Design fetch_next_pc, sky130hd; sources not shown.
### The metal 1 layer

Bar = 20 microns. Supply wires on this layer in gray.
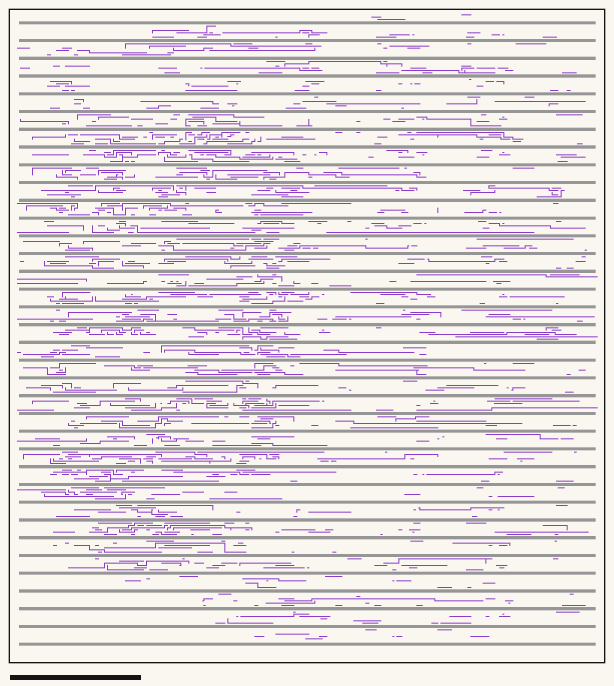
- nets with wire on the layer: 445
- longest straight run: 31.7 microns
- main direction: horizontal
- wire length on this layer: 3760 microns
final wirelength: 8.875 mm
total via count after detailed routing: 3105
global-route met1 utilization: 24.49%

### M2 wires

Cells faint in the background.
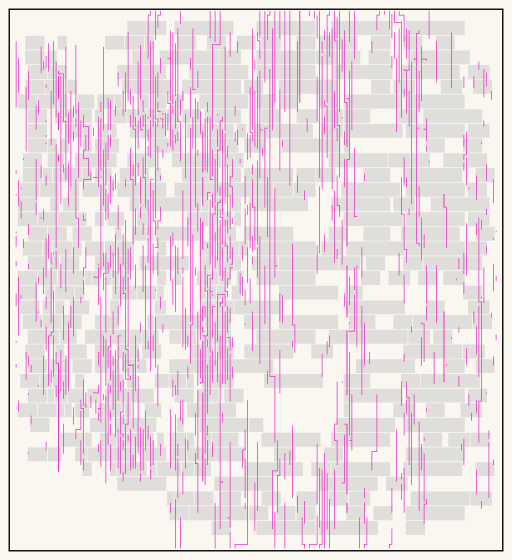
- longest straight run: 56.8 microns
- nets with wire on the layer: 435
- share of all routed wire: 50%
- wire length on this layer: 4450 microns
- main direction: vertical
met2 layer usage reported by global route: 35.20%

### Met3 routing

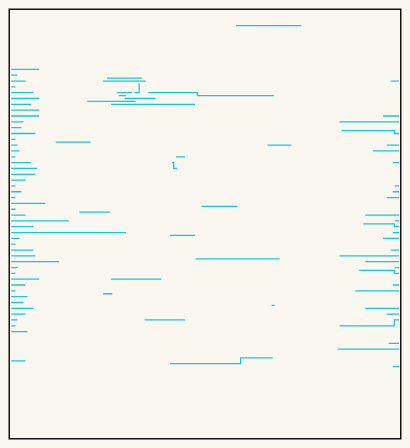
- share of all routed wire: 6.2%
- wire length on this layer: 554 microns
- nets with wire on the layer: 91
- longest straight run: 26.4 microns
grt met3 use: 5.227%

### Track usage over the die

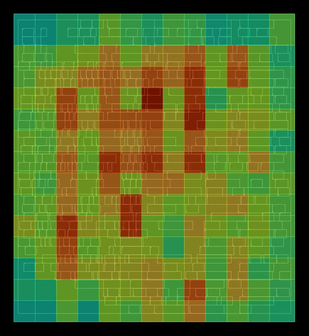
average routed wire per standard cell: 15.41 microns
final standard cell utilization of the core: 66.93%
GRT busiest layer: met2
GRT Overall Usage: 20.18%

==> notes.md <==
Synthesis and place-and-route results.

- The core utilization before placement is 49.72%.
- The design draws 3.001 mW.
- Yosys reported that registers with async set or reset make up 25.58%.
- Buffers inserted during clock tree synthesis total 9.
- The required time at the endpoint of the critical path is roughly 3.6 ns.
- The setup violation total in the final timing report is 0.
- Yosys reports that the most numerous cell types are 64 x sky130_fd_sc_hd__edfxtp_1, 38 x sky130_fd_sc_hd__a21oi_1, 32 x sky130_fd_sc_hd__mux2_2.
- The critical path's most frequent cell is sky130_fd_sc_hd__clkdlybuf4s50_1.
- The number of global-route vias before repair is 3026.
- Registers take 0.002472 sq mm.
- For the pin with the worst max-slew slack, the measured transition is 0.8658 ns.
- The average instance in the mapped netlist occupies about 12 sq um.
- Clock tree synthesis found a total of approximately 86 sinks.
- The area of the core is between 0.008 and 0.009 sq mm.
- In this run the number of H-tree levels came out at 3.
- The cell count after synthesis is between 300 and 400.
- The filler cell count is 654.
- The sum of negative setup slack is 0 ns.
- The worst setup path is captured at a primary output.
- Per the final timing report, the hold violations number 0.
- The flow ran to the end, and the final reports show no timing, DRC or antenna violations.
- According to the floorplan report, the die width is 90.98 microns.
- The die is ~100 microns tall.
- Sorting the synthesized cells by area gives the leading types as sky130_fd_sc_hd__edfxtp_1 46%, sky130_fd_sc_hd__dfrtp_1 13%, sky130_fd_sc_hd__mux2_2 8.6%, sky130_fd_sc_hd__a21oi_1 4.5%, sky130_fd_sc_hd__o21ai_0 3.2%.
- The sequential fraction of design power is between 40% and 50%.
- The HPWL after detailed placement is 6.151 mm.
- The script computed the net switching share of total power as 34.40%.
- The cell type with the highest aggregate area in the netlist is sky130_fd_sc_hd__edfxtp_1.
- The highest cell delay on the worst timing path is roughly 0.56 ns.
- The first-pass iteration count of the detailed router is 4.
- The net total in the final layout is 516.
- The internal power of the cells totals about 2 mW.
- The clock skew after layout is 0.008952 ns.
- The floorplan net count is 401.
- Across all checked pins, the minimum headroom to the slew limit is 42.28%.
[power groups by stage]
stage                     sequential, mW  clock (mW)  combinational [mW]
after floorplan                     1.27           0               0.677
after global placement              1.27           0                1.19
after detailed placement            1.29           0                1.23
after CTS                           1.27       0.512                1.24
after global routing                1.30       0.552                1.33
final                               1.27       0.501                1.23
[layout by cell type, fill, tap and decap left out, drive strengths merged, types with 3 or more instances in the layout]
master / count
nor2: 13
buf: 5
and2: 5
nand3: 14
clkdlybuf4s50: 118
nand4: 7
ha: 3
clkinv: 3
o21ai: 27
nor2b: 3
o22ai: 5
clkbuf: 12
a21oi: 38
mux2: 32
a31o: 4
edfxtp: 64
dfrtp: 22
inv: 10
a21o: 3
nor3: 8
and3: 3
xnor2: 15
xor2: 6
nand2: 20
[area by class of cell]
type,instances,share of cell area (%)
Clock buffer,12,2.579
Clock inverter,4,0.4224
Inverter,10,0.6670
Multi-Input combinational cell,230,28.28
Sequential cell,86,43.93
Tap cell,111,2.468
Timing Repair Buffer,123,21.65
[logic make-up after synthesis]
group	Yosys count	share of synthesized area, %
xor+xnor	21	4.400
compound gates	87	11.97
simple gates	85	11.49
buf+inv	29	2.993
mux	34	9.099
fa+ha+maj	3	0.8980
flops	86	59.14
[routing by layer]
metal	part of all wire, %	routed length [microns]	GRT usage, %
met1	42	3762	24.49
met2	50	4454	35.20
met3	6.2	553	5.227
met4	1.2	104	6.716
met5	0	0	0
[per-stage QoR]
stage	cell area [sq um]	instances	hold slack, ns
finish	5628	576	0.5315
global route	5628	576	0.5512
CTS	5628	576	0.5298
detailed placement	5459	560	0.5084
global placement	5459	560	0.5035
floorplan	4180	345	0.3344
[critical path: cells and delay by family]
family,cells,cell delay [ns]
compound gates,1,0.15
xor+xnor,1,0.10
buf+inv,2,1.12
simple gates,3,1.05
Power is estimated from default activity; no workload was simulated.
